--- src/rtl/rv32_pkg.sv ---
// Shared constants for the RV32 pipeline: result-source encodings,
// instruction register-field positions and the bubble encoding.
package rv32_pkg;

  // result_source encodings; 3'b100..3'b111 are reserved and select the ALU
  localparam logic [2:0] RES_ALU = 3'b000;
  localparam logic [2:0] RES_MEM = 3'b001;
  localparam logic [2:0] RES_PC4 = 3'b010;
  localparam logic [2:0] RES_FPU = 3'b011;

  // LSB position of each 5-bit register field inside an instruction word
  localparam logic [4:0] RD_LSB  = 5'd7;
  localparam logic [4:0] RS1_LSB = 5'd15;
  localparam logic [4:0] RS2_LSB = 5'd20;
  localparam logic [4:0] RS3_LSB = 5'd27;

  // Instruction word that marks an empty pipeline slot
  localparam logic [31:0] BUBBLE_INSTR_DEFAULT = 32'h0000_0000;

endpackage

--- src/rtl/rv32_w_instret_counter.sv ---
// 64-bit retired-instruction counter with independent CSR loads of each
// half. Any load in a cycle suppresses the increment for the whole counter.
module rv32_w_instret_counter (
  input  logic        clk_i,
  input  logic        rst_n_i,
  input  logic        retire_i,
  input  logic        load_lo_i,
  input  logic        load_hi_i,
  input  logic [31:0] load_data_i,
  output logic [63:0] count_o
);

  // Loads take priority over counting; the +1 is a full 64-bit add so the
  // low-half carry reaches the high half in the same cycle.
  always_ff @(posedge clk_i or negedge rst_n_i) begin
    if (!rst_n_i) begin
      count_o <= 64'd0;
    end else if (load_lo_i || load_hi_i) begin
      if (load_lo_i) count_o[31:0]  <= load_data_i;
      if (load_hi_i) count_o[63:32] <= load_data_i;
    end else if (retire_i) begin
      count_o <= count_o + 64'd1;
    end
  end

endmodule

--- src/rtl/rv32_writeback.sv ---
// Writeback stage: selects the result, registers the integer and FP register
// file write ports, drives the decode bypass compare and counts retirements.
//
// Write-port protocol: each *_write_enable_o is a one-cycle valid qualifying
// its address/data registers in the same cycle. There is no ready; the
// register file always accepts. Address and data are meaningful only while
// the matching enable is high.
module rv32_writeback
  import rv32_pkg::*;
#(
  parameter logic [31:0] BUBBLE_INSTR = BUBBLE_INSTR_DEFAULT
) (
  input  logic        clk_i,
  input  logic        rst_n_i,
  input  logic        stall_i,
  input  logic        reg_write_i,
  input  logic        fp_reg_write_i,
  input  logic [2:0]  result_source_i,
  input  logic [31:0] alu_result_i,
  input  logic [31:0] read_data_i,
  input  logic [31:0] instr_i,
  input  logic [31:0] pc_next_i,
  input  logic [31:0] fpu_result_i,
  input  logic [31:0] decode_instr_i,
  input  logic        instret_load_lo_i,
  input  logic        instret_load_hi_i,
  input  logic [31:0] instret_load_data_i,
  output logic        rf_write_enable_o,
  output logic [4:0]  rf_write_addr_o,
  output logic [31:0] rf_write_data_o,
  output logic        fp_write_enable_o,
  output logic [4:0]  fp_write_addr_o,
  output logic [31:0] fp_write_data_o,
  output logic        int_fwd_rs1_o,
  output logic        int_fwd_rs2_o,
  output logic        fp_fwd_rs1_o,
  output logic        fp_fwd_rs2_o,
  output logic        fp_fwd_rs3_o,
  output logic [63:0] instret_o
);

  logic [31:0] result;
  logic [4:0]  rd;
  logic        retire;

  assign rd     = instr_i[RD_LSB +: 5];
  assign retire = !stall_i && (instr_i != BUBBLE_INSTR);

  // Result mux; reserved encodings fall back to the ALU result
  always_comb begin
    result = alu_result_i;
    case (result_source_i)
      RES_ALU: result = alu_result_i;
      RES_MEM: result = read_data_i;
      RES_PC4: result = pc_next_i;
      RES_FPU: result = fpu_result_i;
      default: result = alu_result_i;
    endcase
  end

  // Write-port registers: capture on a retiring instruction, otherwise drop
  // the enables and hold address/data. x0 writes are masked here so the
  // bypass compare can never hit on x0.
  always_ff @(posedge clk_i or negedge rst_n_i) begin
    if (!rst_n_i) begin
      rf_write_enable_o <= 1'b0;
      rf_write_addr_o   <= 5'd0;
      rf_write_data_o   <= 32'd0;
      fp_write_enable_o <= 1'b0;
      fp_write_addr_o   <= 5'd0;
      fp_write_data_o   <= 32'd0;
    end else if (retire) begin
      rf_write_enable_o <= reg_write_i && (rd != 5'd0);
      rf_write_addr_o   <= rd;
      rf_write_data_o   <= result;
      fp_write_enable_o <= fp_reg_write_i;
      fp_write_addr_o   <= rd;
      fp_write_data_o   <= result;
    end else begin
      rf_write_enable_o <= 1'b0;
      fp_write_enable_o <= 1'b0;
    end
  end

  // Bypass compare against the instruction currently in decode
  assign int_fwd_rs1_o = rf_write_enable_o && (rf_write_addr_o == decode_instr_i[RS1_LSB +: 5]);
  assign int_fwd_rs2_o = rf_write_enable_o && (rf_write_addr_o == decode_instr_i[RS2_LSB +: 5]);
  assign fp_fwd_rs1_o  = fp_write_enable_o && (fp_write_addr_o == decode_instr_i[RS1_LSB +: 5]);
  assign fp_fwd_rs2_o  = fp_write_enable_o && (fp_write_addr_o == decode_instr_i[RS2_LSB +: 5]);
  assign fp_fwd_rs3_o  = fp_write_enable_o && (fp_write_addr_o == decode_instr_i[RS3_LSB +: 5]);

  rv32_w_instret_counter u_instret (
    .clk_i       (clk_i),
    .rst_n_i     (rst_n_i),
    .retire_i    (retire),
    .load_lo_i   (instret_load_lo_i),
    .load_hi_i   (instret_load_hi_i),
    .load_data_i (instret_load_data_i),
    .count_o     (instret_o)
  );

endmodule

--- config.mk ---
export PLATFORM = sky130hd
export DESIGN_NAME = rv32_writeback
export DESIGN_NICKNAME = d
export VERILOG_FILES = /design/src/rtl/rv32_pkg.sv /design/src/rtl/rv32_w_instret_counter.sv /design/src/rtl/rv32_writeback.sv
export SDC_FILE = /design/constraint.sdc
export NUM_CORES = 1
export LEC_CHECK = 0
export ABC_AREA = 1
export CELL_PAD_IN_SITES_DETAIL_PLACEMENT = 1
export CELL_PAD_IN_SITES_GLOBAL_PLACEMENT = 2
export CORE_MARGIN = 2
export CORE_UTILIZATION = 20
export DETAILED_ROUTE_END_ITERATION = 10
export PLACE_DENSITY_LB_ADDON = 0.1
export RECOVER_POWER = 100
export SETUP_SLACK_MARGIN = 0.02
export SKIP_CTS_REPAIR_TIMING = 1
export SYNTH_ARGS = -nofsm -noshare
export SYNTH_HDL_FRONTEND = slang
export SYNTH_SLANG_ARGS = --single-unit
--- constraint.sdc ---
create_clock -name clk_i -period 2.2 [get_ports clk_i]
set_input_delay 0.33 -clock clk_i [delete_from_list [all_inputs] [get_ports clk_i]]
set_output_delay 0.33 -clock clk_i [all_outputs]
set_load 0.1 [all_outputs]
==> qor.txt <==
Status = finished, violations left
Violations in the final reports = negative setup slack
Yosys Chip Area = 0.00796 mm²
Layout cells sized above 1 = 16.4%
Wire per inst = 19.2 µm
Post-Place Worst Slack = 0.0249 ns
Initial DRT Pass Iterations = 4
Worst slew margin = 31.0%
Yosys Instances = 1323
Deepest clock path buffer count = 2
Synth unique cells = 30
Power Dens Cells = 710 mW/mm²
Final Hold Violation Tally = 0
Dpl hpwl = 35.4 mm
Grt total ovfl = 0
Psw = 4.50 mW
Placed cell area = 0.0120 mm²
Register share after synthesis = 32.4%
Port buffer count = 361
Initial Util = 20.1%
Io pins = 379
Crit path time final = 2.20 ns
Synth async-reset ratio = 100%
Top cells by count = nand2_1, nor2_1, dfrtp_1, inv_1, nand3_1
CP Launch Type = flop
Seq group = 2.52 mW
Final WS setup = -0.00327 ns
Yosys warnings = 0
Setup violators final = 2
Clock share of power = 20.6%
Chip area = 0.0414 mm²
Maxcap violations = 0
Global-route usage over all layers = 20.7%
Met3 routed WL = 2.81 mm
Slew Limit Fails = 0
Max FO, Critical Path = 4
Top Layer Used = met5
CTS root buf = clkbuf_16
CTS HTree Levels = 3
Area leader, netlist = dfrtp_1
Top cell area share = 32.4%
Inst Count DP = 2172
Routed Wire Length = 42.2 mm
Layout Area Growth over Synthesis = 49.0%
Mapped cell area = 0.00796 mm²
Yosys top cell by instances = nand2_1
Total number of vias = 9488
CTS tree = done
Worst Path Arrival = 1.87 ns
First-pass GRT wire length = 63.2 mm
P_leak = 5.48 nW
Top power group = combinational logic
Internal power = 3.92 mW
Routed Antenna Nets = 0
Synth Flop Type = dfrtp_1
Clk. pwr = 1.73 mW
RSZ-0062 raised after global routing = yes
Synth Net Count = 1558
Final worst-path cycle share = 100%
Top cells, area = dfrtp_1, nand2_1, nor2_1, nand3_1, o21ai_0
Worst Hold Slack = 0.418 ns
Hold Crit Class = input port to asynchronous set/reset pin
Sw Share = 53.4%
CTS clk-pin slew, worst paths = 0.08 ns
# nets final = 1897
Setup Skew = 0.00948 ns
Max rail drop VDD = 0.343 mV
Fin cells = 2196
Clk latency late pin = 0.38 ns
Largest net degree at the start of global routing = 59
Num CTS Buffers = 9
[sequential cells by signal, summed over array words and instances, names as in the netlist]
register,cells
u_instret.count_o,64
fp_write_data_o,32
fp_write_addr_o,5
fp_write_enable_o,1
rf_write_enable_o,1
[critical path: stages (launching register included)]
cell,delay [ns]
dfrtp_2,0.45
inv_2,0.09
nor2_2,0.04
nor4_2,0.24
buf_4,0.16
nand4_1,0.13
nor2_2,0.19
buf_12,0.19
[cell type report]
| class | count | area (µm²) |
|---|---|---|
| Timing Repair Buffer | 406 | 3350 |
| Tap cell | 525 | 657 |
| Multi-Input combinational cell | 1044 | 4570 |
| Antenna cell | 4 | 10.0 |
| Fill cell | 5029 | 27700 |
| Clock buffer | 13 | 240 |
| Clock inverter | 3 | 45.0 |
| Sequential cell | 103 | 2610 |
| Inverter | 98 | 370 |
[cell families after synthesis]
logic type      after synthesis  synth area share (%)
simple gates                876                  45.3
buf+inv                     176                  10.5
compound gates              154                  10.2
flops                       103                  32.4
xor+xnor                     13                  1.43
fa+ha+maj                     1                 0.157
[cells in the final DEF (no fill, tap or decap), types with 2 or more instances in the layout]
| master | synthesis | final |
|---|---|---|
| a21oi_1 | 56 | 56 |
| and2_0 | 3 | 3 |
| buf_12 | 0 | 11 |
| buf_4 | 39 | 26 |
| clkbuf_1 | 21 | 7 |
| clkbuf_16 | 0 | 9 |
| clkbuf_2 | 0 | 146 |
| clkbuf_4 | 0 | 2 |
| clkdlybuf4s50_1 | 0 | 215 |
| clkinvlp_4 | 0 | 2 |
| dfrtp_1 | 103 | 80 |
| dfrtp_2 | 0 | 20 |
| dfrtp_4 | 0 | 3 |
| diode_2 | 0 | 4 |
| inv_1 | 94 | 91 |
| inv_2 | 4 | 6 |
| nand2_1 | 545 | 551 |
| nand2_2 | 15 | 9 |
| nand2_4 | 3 | 3 |
| nand3_1 | 85 | 86 |
| nand4_1 | 11 | 11 |
| nor2_1 | 186 | 178 |
| nor2_2 | 15 | 22 |
| nor2_4 | 4 | 5 |
| nor2_8 | 2 | 2 |
| o21ai_0 | 81 | 81 |
| o21bai_1 | 14 | 14 |
| or2_2 | 2 | 2 |
| xnor2_1 | 9 | 9 |
| xor2_1 | 4 | 4 |
[through the flow]
stage,util (%),setup TNS (ns),power [mW]
after floorplan,-,-0.853,5.53
after global placement,30.3,0,6.96
final,30.0,-0.00560,8.42
after detailed placement,30.3,0,6.99
after CTS,31.0,-0.523,8.78
after global routing,30.0,-0.367,8.87
[path summary, 6_finish.rpt]
check	from	endpoint	slack [ns]	cells after the start
worst max-delay path	fp_write_addr_o[1]	fp_fwd_rs2_o	-0.003	7
worst max register to register	u_instret.count_o[0]	u_instret.count_o[38]	0.16	12
worst min register to register	fp_write_data_o[22]	fp_write_data_o[22]	0.52	2
min in group clk_i	fp_reg_write_i	fp_write_enable_o	0.46	3
worst min-delay path	rst_n_i	u_instret.count_o[6]	0.42	2
max in group asynchronous	rst_n_i	u_instret.count_o[19]	0.31	3
[routing by layer]
| layer | up-vias | track usage (%) |
|---|---|---|
| met5 | - | 0 |
| met4 | 4 | 6.57 |
| met3 | 26 | 5.96 |
| met2 | 235 | 37.3 |
| met1 | 4431 | 23.4 |
| li1 | 4792 | - |
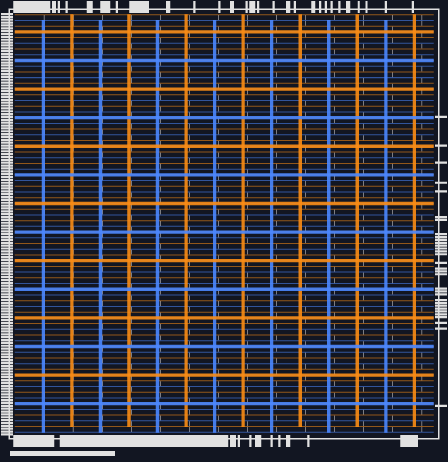
(supply network)
Scale bar: 50 µm. Pins as bars on the die edge. Tap cells in grey.
- VSS: blue
- VDD: orange
- met4 straps: 14
- met1 rails: 74
- met5 straps: 14
- tap cells: 525
- signal pins: 379
chip width: 204 µm
Die Y: 204 µm
Core Box Area: 0.0395 mm²

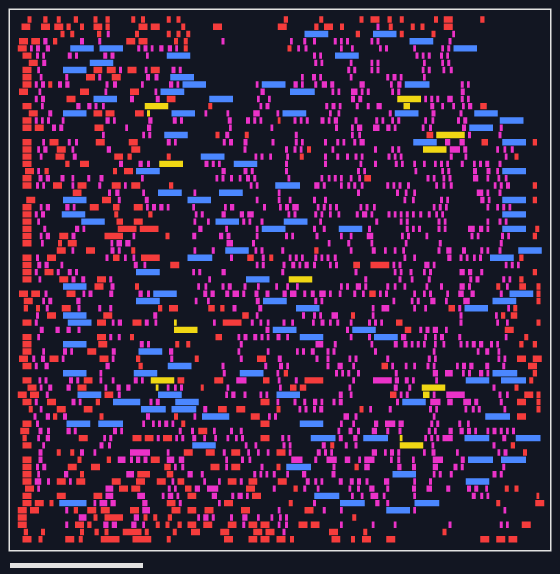
(cells coloured by class)
Scale bar: 50 µm.
- remaining buffers and delay cells: red (cells 406; share of their area 30%)
- clock drivers and dummy loads: yellow (cells 16; share of their area 2.5%)
- registers: blue (cells 103; share of their area 23%)
- remaining logic cells: magenta (cells 1142; share of their area 44%)
final cell utilization of the core: 30.0%
Finished Cell Area: 0.0119 mm²
FP Rows: 73
Seq area share: 22.0%

Power and IR drop assume default switching activity.
